Figure 1. Register map, names as in the netlist (run 1).
Bar = 20 µm.
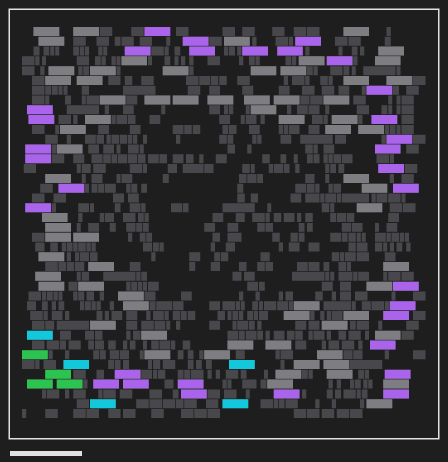
Figure 2. Routing congestion (run 1).
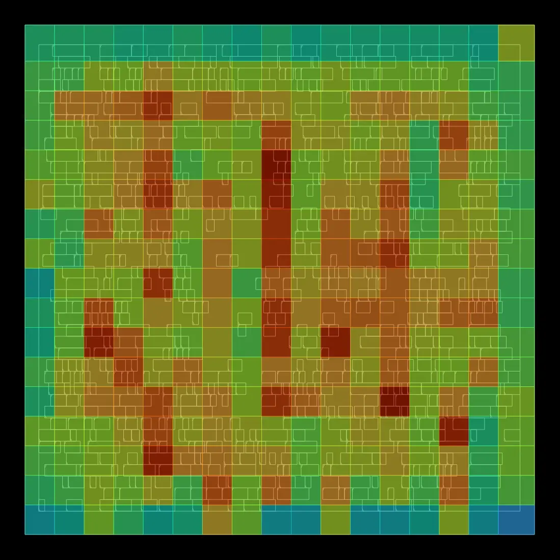
Figure 3. Selected gate families (run 1).
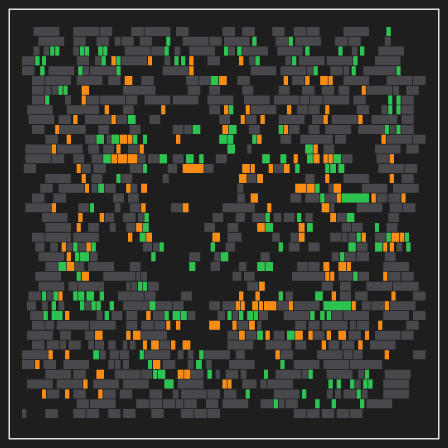
[src/rtl/lenet_csr_pkg.sv]
// Shared definitions for the LeNet control/status slave: register map,
// STATUS/CTRL bit positions and the run-sequencer state encoding.
// No logic; imported by lenet_csr and lenet_run_timer users.
package lenet_csr_pkg;

    // Word addresses on the Avalon-MM slave
    localparam logic [2:0] ADDR_CTRL    = 3'd0;
    localparam logic [2:0] ADDR_IMG_SEL = 3'd1;
    localparam logic [2:0] ADDR_STATUS  = 3'd2;
    localparam logic [2:0] ADDR_RESULT  = 3'd3;
    localparam logic [2:0] ADDR_CYCLES  = 3'd4;
    localparam logic [2:0] ADDR_TIMEOUT = 3'd5;
    localparam logic [2:0] ADDR_IRQ_EN  = 3'd6;
    localparam logic [2:0] ADDR_RSVD    = 3'd7;

    // STATUS bit positions
    localparam int STAT_BUSY = 0;
    localparam int STAT_DONE = 1;
    localparam int STAT_TERR = 2;

    // CTRL bit positions
    localparam int CTRL_START = 0;
    localparam int CTRL_ABORT = 1;

    typedef enum logic [1:0] {
        ST_IDLE   = 2'd0,
        ST_LAUNCH = 2'd1,
        ST_RUN    = 2'd2
    } state_t;

endpackage

[src/rtl/lenet_run_timer.sv]
// Saturating run-cycle counter with clear/enable and timeout compare.
// Latency: count updates one cycle after en; expired is combinational.
// Backpressure: none; counts whenever enabled, sticks at all-ones.
//
// Ports: clk, rst (sync, active-high); clear zeroes the count; en advances
// it; timeout is the compare value (0 disables); count is the current
// value; expired flags the cycle in which the count reaches timeout.
module lenet_run_timer #(
    parameter int CNT_W = 32
) (
    input  logic             clk,
    input  logic             rst,
    input  logic             clear,
    input  logic             en,
    input  logic [CNT_W-1:0] timeout,
    output logic [CNT_W-1:0] count,
    output logic             expired
);

    logic [CNT_W-1:0] count_inc;

    assign count_inc = (count == '1) ? count : count + CNT_W'(1);

    // Compare against the value being written this cycle, so a timeout of N
    // trips in the N-th enabled cycle and leaves count == N behind.
    assign expired = en && (timeout != '0) && (count_inc == timeout);

    always_ff @(posedge clk) begin
        if (rst) begin
            count <= '0;
        end else if (clear) begin
            count <= '0;
        end else if (en) begin
            count <= count_inc;
        end
    end

endmodule

[src/rtl/lenet_csr.sv]
// Avalon-MM control/status slave for the LeNet core: start/abort, status,
// result capture, run-cycle counter with timeout, optional interrupt.
// Latency: readdata registered (1 cycle); core_start one cycle after start.
// Backpressure: none; always accepts, start while busy is dropped.
//
// Ports: clk/rst (sync active-high); avs_* Avalon-MM slave, read latency 1;
// core_start/core_rst/core_graph drive lenet_top; core_done/core_result
// return the classification; irq is a level interrupt.
// Optional feature: define LENET_CSR_IRQ_EN for the IRQ_EN register and irq.
module lenet_csr
    import lenet_csr_pkg::*;
#(
    parameter int IMG_W       = 5,
    parameter int RES_W       = 4,
    parameter int CNT_W       = 32,
    parameter int DEF_TIMEOUT = 0
) (
    input  logic             clk,
    input  logic             rst,
    input  logic [2:0]       avs_address,
    input  logic             avs_chipselect,
    input  logic             avs_write,
    input  logic             avs_read,
    input  logic [31:0]      avs_writedata,
    output logic [31:0]      avs_readdata,
    output logic             core_start,
    output logic             core_rst,
    output logic [IMG_W-1:0] core_graph,
    input  logic             core_done,
    input  logic [RES_W-1:0] core_result,
    output logic             irq
);

    state_t           state_q, state_d;
    logic [IMG_W-1:0] img_sel;
    logic [RES_W-1:0] result;
    logic [CNT_W-1:0] timeout;
    logic [CNT_W-1:0] cycles;
    logic             done_flag, terr_flag;
    logic             kill_q;
    logic             expired;
    logic             busy;

    logic wr, rd, ctrl_wr, start_req, abort_req, status_wr;
    logic launch, set_done, set_terr, kill;

    assign wr        = avs_chipselect & avs_write;
    assign rd        = avs_chipselect & avs_read;
    assign ctrl_wr   = wr && (avs_address == ADDR_CTRL);
    assign status_wr = wr && (avs_address == ADDR_STATUS);
    // Abort takes precedence when both bits are written together
    assign abort_req = ctrl_wr & avs_writedata[CTRL_ABORT];
    assign start_req = ctrl_wr & avs_writedata[CTRL_START] & ~avs_writedata[CTRL_ABORT];

    assign busy       = (state_q != ST_IDLE);
    assign core_start = (state_q == ST_LAUNCH);
    assign core_graph = img_sel;
    assign core_rst   = rst | kill_q;

    lenet_run_timer #(.CNT_W(CNT_W)) u_timer (
        .clk     (clk),
        .rst     (rst),
        .clear   (launch),
        .en      (state_q == ST_RUN),
        .timeout (timeout),
        .count   (cycles),
        .expired (expired)
    );

    // ---------------- run sequencer ----------------
    always_ff @(posedge clk) begin
        if (rst) begin
            state_q <= ST_IDLE;
        end else begin
            state_q <= state_d;
        end
    end

    always_comb begin
        state_d  = state_q;
        launch   = 1'b0;
        set_done = 1'b0;
        set_terr = 1'b0;
        kill     = 1'b0;
        case (state_q)
            ST_IDLE: begin
                if (abort_req) begin
                    kill = 1'b1;
                end else if (start_req) begin
                    state_d = ST_LAUNCH;
                    launch  = 1'b1;
                end
            end
            ST_LAUNCH: begin
                if (abort_req) begin
                    state_d = ST_IDLE;
                    kill    = 1'b1;
                end else begin
                    state_d = ST_RUN;
                end
            end
            ST_RUN: begin
                // A software abort outranks completion; completion outranks
                // a timeout expiring in the same cycle.
                if (abort_req) begin
                    state_d = ST_IDLE;
                    kill    = 1'b1;
                end else if (core_done) begin
                    state_d  = ST_IDLE;
                    set_done = 1'b1;
                end else if (expired) begin
                    state_d  = ST_IDLE;
                    set_terr = 1'b1;
                    kill     = 1'b1;
                end
            end
            default: state_d = ST_IDLE;
        endcase
    end

    // ---------------- registers ----------------
    always_ff @(posedge clk) begin
        if (rst) begin
            done_flag <= 1'b0;
            terr_flag <= 1'b0;
            kill_q    <= 1'b0;
            img_sel   <= '0;
            result    <= '0;
            timeout   <= CNT_W'(DEF_TIMEOUT);
        end else begin
            kill_q <= kill;

            // Sticky flags: a set in the same cycle as a W1C wins
            if (launch) begin
                done_flag <= 1'b0;
                terr_flag <= 1'b0;
            end else begin
                if (set_done) begin
                    done_flag <= 1'b1;
                end else if (status_wr && avs_writedata[STAT_DONE]) begin
                    done_flag <= 1'b0;
                end
                if (set_terr) begin
                    terr_flag <= 1'b1;
                end else if (status_wr && avs_writedata[STAT_TERR]) begin
                    terr_flag <= 1'b0;
                end
            end

            if (set_done) begin
                result <= core_result;
            end

            // Image select is frozen while the core is working on it
            if (wr && (avs_address == ADDR_IMG_SEL) && !busy) begin
                img_sel <= avs_writedata[IMG_W-1:0];
            end

            if (wr && (avs_address == ADDR_TIMEOUT)) begin
                timeout <= avs_writedata[CNT_W-1:0];
            end
        end
    end

`ifdef LENET_CSR_IRQ_EN
    logic irq_en;

    always_ff @(posedge clk) begin
        if (rst) begin
            irq_en <= 1'b0;
        end else if (wr && (avs_address == ADDR_IRQ_EN)) begin
            irq_en <= avs_writedata[0];
        end
    end

    assign irq = irq_en & (done_flag | terr_flag);
`else
    assign irq = 1'b0;
`endif

    // ---------------- read path ----------------
    logic [31:0] rd_mux;

    always_comb begin
        rd_mux = '0;
        case (avs_address)
            ADDR_CTRL: rd_mux = '0;
            ADDR_IMG_SEL: rd_mux[IMG_W-1:0] = img_sel;
            ADDR_STATUS: begin
                rd_mux[STAT_BUSY] = busy;
                rd_mux[STAT_DONE] = done_flag;
                rd_mux[STAT_TERR] = terr_flag;
            end
            ADDR_RESULT:  rd_mux[RES_W-1:0] = result;
            ADDR_CYCLES:  rd_mux[CNT_W-1:0] = cycles;
            ADDR_TIMEOUT: rd_mux[CNT_W-1:0] = timeout;
`ifdef LENET_CSR_IRQ_EN
            ADDR_IRQ_EN:  rd_mux[0] = irq_en;
`else
            ADDR_IRQ_EN:  rd_mux = '0;
`endif
            ADDR_RSVD:    rd_mux = '0;
            default:      rd_mux = '0;
        endcase
    end

    // Sampling the current state here gives reads the pre-change value
    always_ff @(posedge clk) begin
        if (rst) begin
            avs_readdata <= '0;
        end else begin
            avs_readdata <= rd ? rd_mux : 32'd0;
        end
    end

endmodule

[config.mk]
export PLATFORM = sky130hd
export DESIGN_NAME = lenet_csr
export DESIGN_NICKNAME = d
export VERILOG_FILES = /design/src/rtl/lenet_csr_pkg.sv /design/src/rtl/lenet_run_timer.sv /design/src/rtl/lenet_csr.sv
export SDC_FILE = /design/constraint.sdc
export NUM_CORES = 1
export LEC_CHECK = 0
export CORE_MARGIN = 3
export CORE_UTILIZATION = 45
export DETAILED_ROUTE_END_ITERATION = 8
export PLACE_DENSITY = 0.68
export SYNTH_ARGS = -nofsm -noshare
export SYNTH_HDL_FRONTEND = slang
export SYNTH_SLANG_ARGS = --single-unit
export TNS_END_PERCENT = 5
[constraint.sdc]
create_clock -name clk -period 4.1 [get_ports clk]
set_input_delay 0.41 -clock clk [delete_from_list [all_inputs] [get_ports clk]]
set_output_delay 0.41 -clock clk [all_outputs]
set_load 0.1 [all_outputs]
==> flow_results.xml, run 1 <==
<?xml version="1.0" encoding="UTF-8"?>
<metrics>
  <group name="final_timing">
    <metric name="max_slew.worst_pin.slew" unit="ns">1.13</metric>
    <metric name="final_setup_skew" unit="ns">0.00511</metric>
    <metric name="timing.final.crit_share" unit="%">89.9</metric>
    <metric name="setup_viol" unit="">0</metric>
    <metric name="finalSetupTns" unit="ns">0</metric>
    <metric name="hold_ws" unit="ns">0.476</metric>
    <metric name="slew_headroom" unit="%">24.7</metric>
    <metric name="fmaxAchievable" unit="MHz">271</metric>
    <metric name="grt_setup_unrepaired" unit="">false</metric>
  </group>
  <group name="critical_path">
    <metric name="cp_max_fo" unit="">8</metric>
    <metric name="path_depth_of_the_worst_reg2reg_path" unit="">9</metric>
    <metric name="worstSetupStartpointType" unit="">flop</metric>
    <metric name="cp.arrival" unit="ns">3.95</metric>
    <metric name="crit_slowest_cell" unit="">sky130_fd_sc_hd__a2111oi_0</metric>
    <metric name="endpoint_kind" unit="">flop</metric>
    <metric name="crit_path_launch" unit="">u_timer.count[1]</metric>
    <metric name="worst_path_largest_cell_delay" unit="ns">0.79</metric>
    <metric name="worst_r2r_src" unit="">u_timer.count[1]</metric>
  </group>
  <group name="cells_and_area">
    <metric name="antenna-diode-count" unit="">0</metric>
    <metric name="finalNetCount" unit="">819</metric>
    <metric name="post_route_cells_drive_above_1_share" unit="%">5.53</metric>
  </group>
  <group name="clock_network">
    <metric name="clkLatencyLatePin" unit="ns">0.36</metric>
    <metric name="holdBufCountCts" unit="">0</metric>
    <metric name="cts-buffers-inserted" unit="">9</metric>
    <metric name="ctsResizeCount" unit="">0</metric>
    <metric name="clk_root_buffer_cell" unit="">sky130_fd_sc_hd__clkbuf_16</metric>
    <metric name="cts_htree_levels" unit="">3</metric>
  </group>
  <group name="pwr">
    <metric name="internal_power" unit="µW">1550</metric>
    <metric name="combinationalPowerShare" unit="%">7.3</metric>
    <metric name="switching_share" unit="%">24.2</metric>
    <metric name="p_clk_share" unit="%">40.0</metric>
    <metric name="net-switching-power" unit="µW">496</metric>
    <metric name="power-per-cell-area" unit="nW/µm²">298</metric>
    <metric name="power" unit="µW">2050</metric>
  </group>
  <group name="job">
    <metric name="max_cap_violations" unit="">0</metric>
  </group>
  <group name="placed_design">
    <metric name="placed_wire_length_estimate" unit="µm">12700</metric>
    <metric name="placement.setup.worst_slack" unit="ns">0.427</metric>
    <metric name="dp.cells" unit="">930</metric>
    <metric name="tally_of_buffers_added_on_design_ports" unit="">83</metric>
  </group>
  <group name="synth">
    <metric name="post_synth_inst_count" unit="">721</metric>
    <metric name="synth-area-yosys" unit="µm²">5730</metric>
    <metric name="synth.top_cells.by_count" unit="">sky130_fd_sc_hd__nand2_1, sky130_fd_sc_hd__dfxtp_1, sky130_fd_sc_hd__nor2_1, sky130_fd_sc_hd__a21oi_1, sky130_fd_sc_hd__mux2i_1</metric>
    <metric name="post_synth_tally_of_flip_flops_with_integrated_enable" unit="">0</metric>
    <metric name="syn_nets" unit="">767</metric>
    <metric name="postSynth.topFlopCell" unit="">sky130_fd_sc_hd__dfxtp_1</metric>
    <metric name="ys_top_cells_by_area" unit="">sky130_fd_sc_hd__dfxtp_1, sky130_fd_sc_hd__nand2_1, sky130_fd_sc_hd__mux2i_1</metric>
    <metric name="async_flop_share" unit="%">0</metric>
    <metric name="synthMostInstantiatedCell" unit="">sky130_fd_sc_hd__nand2_1</metric>
    <metric name="synth.largest_area_cell" unit="">sky130_fd_sc_hd__dfxtp_1</metric>
    <metric name="postSynthAreaPerCell" unit="µm²">7.95</metric>
    <metric name="yosys_stat_cell_total" unit="">721</metric>
  </group>
  <group name="global_route">
    <metric name="wire_length_of_the_first_global_routing_pass" unit="µm">26900</metric>
    <metric name="number_of_antenna_violations_at_the_first_check_in_global_routing" unit="">0</metric>
    <metric name="number_of_global_route_vias_before_repair" unit="">5183</metric>
    <metric name="grt_start_max_net_pins" unit="">28</metric>
    <metric name="leftover_overflow_at_the_end_of_global_routing" unit="">0</metric>
  </group>
  <group name="route">
    <metric name="drt_wl_total" unit="µm">16800</metric>
    <metric name="num_vias" unit="">5284</metric>
    <metric name="avgViaCountPerCell" unit="">5.59</metric>
    <metric name="postRouteAntennaNets" unit="">0</metric>
    <metric name="detail_route.drc_violations" unit="">0</metric>
    <metric name="drt_first_iter_violations" unit="">321</metric>
  </group>
  <group name="die">
    <metric name="design.die.area" unit="µm²">14100</metric>
    <metric name="fp-utilization" unit="%">46.9</metric>
    <metric name="io-pin-count" unit="">85</metric>
  </group>
  <group name="outcome">
    <metric name="run_status" unit="">finished, final reports clean</metric>
  </group>
  <group name="worst_hold_path">
    <metric name="min-delay-start" unit="">done_flag</metric>
  </group>
</metrics>
Notes on Figure 1 above:
Green is result, sequential cells 4, where bottom left. Cyan is core_graph, sequential cells 5. Purple is avs_readdata, sequential cells 32, where all over the die.
final cell utilization of the core: 56.4%
Sequential Power: 1080 µW
flop share of the area: 32.0%

Notes on Figure 2 above:
met2 usage: 39.5%
global-route usage over all layers: 24.0%
fraction of met1 tracks used by global routing: 32.1%
Avg WL per Cell: 17.7 µm

Notes on Figure 3 above:
Orange is nor cells, cells 153, most used nor2_1. Green is nand cells, cells 162, most used nand2_1, where all over the die.
most frequent standard cell in the layout excluding fill and tap cells: sky130_fd_sc_hd__nand2_1
logic share of the area: 47.5%
Final Instance Count excl. Fillers: 946

==> run 1: power by group through the flow <==
stage / clock (µW) / sequential, µW / combinational, µW
finish: 820 / 1080 / 150
global route: 869 / 1080 / 162
CTS: 839 / 1080 / 150
detailed placement: 0 / 1100 / 149
global placement: 0 / 1100 / 149
floorplan: 0 / 1110 / 72.4
==> run 1: registers in the layout, summed over array words and instances (netlist names) <==
signal	count
result	4
kill_q	1
core_graph	5
u_timer.count	32
avs_readdata	32
state_q	2
timeout	32
terr_flag	1
done_flag	1
==> run 1: layer usage <==
metal / track usage [%] / wire, µm / share of wire, % / vias up
met1: 32.1 / 8000 / 48 / 2578
met4: 7.24 / 245 / 1.5 / 0
met2: 39.5 / 7840 / 47 / 99
li1: - / - / - / 2591
met5: 0 / 0 / 0 / -
met3: 4.18 / 702 / 4.2 / 16
==> run 1: layout make-up <==
cell class | instances | area (µm²)
fill | 1168 | 5320
multi-input combinational | 550 | 3270
sequential | 110 | 2200
timing repair buffer | 93 | 898
clock buffer | 9 | 225
tap | 168 | 210
clock inverter | 7 | 48.8
inverter | 9 | 33.8
==> run 1: placed cells by master (no fill, tap or decap), types with 3 or more instances in the layout <==
| master | netlist | routed |
|---|---|---|
| sky130_fd_sc_hd__a2111oi_0 | 3 | 3 |
| sky130_fd_sc_hd__a211oi_1 | 7 | 7 |
| sky130_fd_sc_hd__a21o_1 | 3 | 3 |
| sky130_fd_sc_hd__a21oi_1 | 50 | 50 |
| sky130_fd_sc_hd__a221oi_1 | 3 | 3 |
| sky130_fd_sc_hd__a31o_2 | 5 | 5 |
| sky130_fd_sc_hd__a31oi_1 | 4 | 4 |
| sky130_fd_sc_hd__and3_1 | 7 | 7 |
| sky130_fd_sc_hd__and4_1 | 4 | 4 |
| sky130_fd_sc_hd__buf_4 | 6 | 11 |
| sky130_fd_sc_hd__clkbuf_16 | 0 | 9 |
| sky130_fd_sc_hd__clkdlybuf4s50_1 | 0 | 81 |
| sky130_fd_sc_hd__clkinv_2 | 0 | 3 |
| sky130_fd_sc_hd__dfxtp_1 | 110 | 110 |
| sky130_fd_sc_hd__inv_1 | 9 | 9 |
| sky130_fd_sc_hd__mux2i_1 | 40 | 40 |
| sky130_fd_sc_hd__nand2_1 | 113 | 113 |
| sky130_fd_sc_hd__nand2b_1 | 3 | 3 |
| sky130_fd_sc_hd__nand3_1 | 17 | 17 |
| sky130_fd_sc_hd__nand4_1 | 24 | 24 |
| sky130_fd_sc_hd__nor2_1 | 104 | 103 |
| sky130_fd_sc_hd__nor2b_1 | 8 | 8 |
| sky130_fd_sc_hd__nor3_1 | 19 | 19 |
| sky130_fd_sc_hd__nor4_1 | 16 | 16 |
| sky130_fd_sc_hd__o21ai_0 | 9 | 9 |
| sky130_fd_sc_hd__o22ai_1 | 4 | 4 |
| sky130_fd_sc_hd__or4_1 | 5 | 5 |
| sky130_fd_sc_hd__xnor2_1 | 38 | 38 |
| sky130_fd_sc_hd__xor2_1 | 31 | 31 |
==> run 1: cells by family after synthesis <==
family / share of synthesized area, %
other cells: 0.0655
simple gates: 28.0
mux: 7.38
buf+inv: 4.52
fa+ha+maj: 0.218
xor+xnor: 10.5
compound gates: 10.8
flops: 38.4
## Run 2: what changed since run 1
==> constraint.sdc (replaced) <==
create_clock -name clk -period 3.59 [get_ports clk]
set_input_delay 0.359 -clock clk [delete_from_list [all_inputs] [get_ports clk]]
set_output_delay 0.359 -clock clk [all_outputs]
set_load 0.1 [all_outputs]
Figure 4. Register map, names as in the netlist (run 2).
Bar = 20 µm.
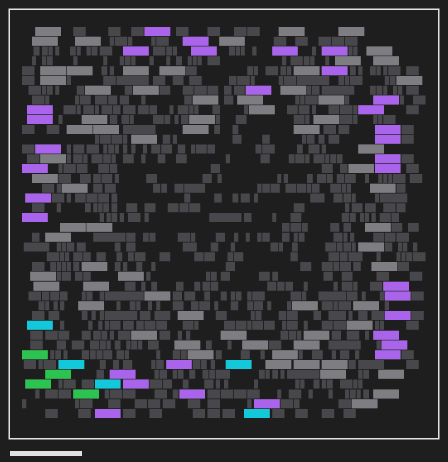
Green is result, sequential cells 4, where bottom left. Purple is avs_readdata, sequential cells 32, where all over the die. Cyan is core_graph, sequential cells 5.
register area: 2200 µm²
Sequential Power: 1230 µW
final cell utilization of the core: 57.7%
flop share of the area: 31.3%

Figure 5. Routing congestion (run 2).
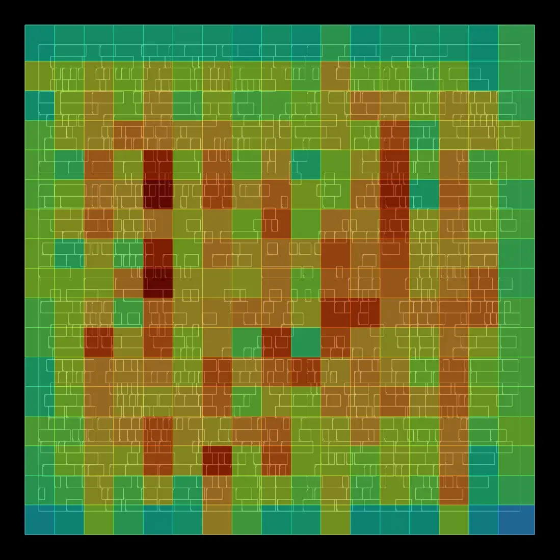
fraction of met1 tracks used by global routing: 33.2%
Avg WL per Cell: 17.6 µm

==> flow_results.xml, run 2 <==
<?xml version="1.0" encoding="UTF-8"?>
<metrics>
  <group name="synth">
    <metric name="post_synth_inst_count" unit="">721</metric>
    <metric name="synth-area-yosys" unit="µm²">5730</metric>
    <metric name="post_synth_tally_of_flip_flops_with_integrated_enable" unit="">0</metric>
    <metric name="yosys_stat_cell_total" unit="">721</metric>
    <metric name="postSynthAreaPerCell" unit="µm²">7.95</metric>
    <metric name="syn_nets" unit="">767</metric>
    <metric name="synth.top_cells.by_count" unit="">sky130_fd_sc_hd__nand2_1, sky130_fd_sc_hd__dfxtp_1, sky130_fd_sc_hd__nor2_1, sky130_fd_sc_hd__a21oi_1, sky130_fd_sc_hd__mux2i_1</metric>
    <metric name="synth.largest_area_cell" unit="">sky130_fd_sc_hd__dfxtp_1</metric>
    <metric name="async_flop_share" unit="%">0</metric>
    <metric name="postSynth.topFlopCell" unit="">sky130_fd_sc_hd__dfxtp_1</metric>
  </group>
  <group name="final_timing">
    <metric name="final_setup_skew" unit="ns">0.00577</metric>
    <metric name="timing.final.crit_share" unit="%">94.2</metric>
    <metric name="slew_headroom" unit="%">34.2</metric>
    <metric name="setup_viol" unit="">0</metric>
    <metric name="hold_ws" unit="ns">0.459</metric>
    <metric name="fmaxAchievable" unit="MHz">296</metric>
    <metric name="max_slew.worst_pin.slew" unit="ns">0.983</metric>
  </group>
  <group name="global_route">
    <metric name="grt_start_max_net_pins" unit="">48</metric>
    <metric name="wire_length_of_the_first_global_routing_pass" unit="µm">27400</metric>
    <metric name="number_of_antenna_violations_at_the_first_check_in_global_routing" unit="">0</metric>
  </group>
  <group name="critical_path">
    <metric name="cp.arrival" unit="ns">3.62</metric>
    <metric name="worst_path_largest_cell_delay" unit="ns">0.59</metric>
    <metric name="worstSetupStartpointType" unit="">flop</metric>
  </group>
  <group name="clock_network">
    <metric name="clk_root_buffer_cell" unit="">sky130_fd_sc_hd__clkbuf_16</metric>
    <metric name="ctsResizeCount" unit="">0</metric>
    <metric name="cts-buffers-inserted" unit="">9</metric>
    <metric name="cts_htree_levels" unit="">3</metric>
    <metric name="holdBufCountCts" unit="">0</metric>
  </group>
  <group name="die">
    <metric name="io-pin-count" unit="">85</metric>
    <metric name="design.die.area" unit="µm²">14100</metric>
    <metric name="fp-utilization" unit="%">46.9</metric>
  </group>
  <group name="job">
    <metric name="max_cap_violations" unit="">0</metric>
  </group>
  <group name="pwr">
    <metric name="power-per-cell-area" unit="nW/µm²">336</metric>
    <metric name="power" unit="µW">2370</metric>
  </group>
  <group name="cells_and_area">
    <metric name="top_regs" unit="">avs_readdata x32, timeout x32, u_timer.count x32</metric>
    <metric name="antenna-diode-count" unit="">0</metric>
    <metric name="finalNetCount" unit="">836</metric>
    <metric name="leading_cell_types_in_the_layout_fill_and_taps_excluded" unit="">sky130_fd_sc_hd__nand2_1, sky130_fd_sc_hd__dfxtp_1, sky130_fd_sc_hd__nor2_1</metric>
  </group>
  <group name="route">
    <metric name="drt_wl_total" unit="µm">16900</metric>
    <metric name="avgViaCountPerCell" unit="">5.48</metric>
    <metric name="postRouteAntennaNets" unit="">0</metric>
  </group>
  <group name="outcome">
    <metric name="run_status" unit="">finished, final reports clean</metric>
  </group>
</metrics>
-- run 2: cells by family (layout without fill, tap and decap cells) --
family	count (synthesis)	in the layout	share of synthesized area, %
flip-flops	110	110	38.4
adder cells (fa/ha/maj)	1	1	0.218
multiplexers	42	42	7.38
XOR/XNOR	69	69	10.5
other	1	1	0.0655
AND-OR/OR-AND	100	100	10.8
buffers and inverters	61	132	4.52
AND/OR/NAND/NOR	337	337	28.0
-- run 2: cell type report --
cell class / instances / area [µm²]
flip-flops and latches: 110 / 2200
inverters: 9 / 33.8
clock inverters: 2 / 35.0
clock buffers: 11 / 243
fillers: 1189 / 5170
repair buffers: 110 / 1050
multi-input cells: 550 / 3270
well taps: 168 / 210
-- run 2: metal layers --
layer | up-vias | track usage, % | routed length [µm]
met2 | 127 | 40.5 | 8030
met1 | 2491 | 33.2 | 8000
met5 | - | 0 | 0
met4 | 0 | 6.88 | 243
li1 | 2621 | - | -
met3 | 19 | 3.32 | 668
-- run 2: final timing paths --
kind | endpoint | slack (ns) | from | cells past startpoint
setup / recovery | state_q[1] | 0.21 | u_timer.count[16] | 8
hold / removal | done_flag | 0.46 | done_flag | 2
setup reg to reg | state_q[1] | 0.21 | u_timer.count[16] | 8
hold reg to reg | done_flag | 0.46 | done_flag | 2
-- run 2: worst min-delay path, delay by kind of cell, from the launching register on --
family	cells	cell delay, ns
AND-OR/OR-AND	1	0.05
flip-flops	1	0.31
AND/OR/NAND/NOR	1	0.05
-- run 2: stage by stage --
stage,worst slack [ns],instances
2_1_floorplan,0.489,721
3_3_place_gp,0.344,947
3_5_place_dp,0.222,947
4_1_cts,0.227,960
5_1_grt,0.0442,960
6_report,0.208,960
-- run 2: power breakdown --
group / leakage, µW / internal [µW] / switching [µW]
Combinational: 0.00156 / 79.0 / 95.9
Sequential: 0.000886 / 1230 / 7.78
Clock: 0.000137 / 547 / 413
Power and IR drop assume default switching activity.
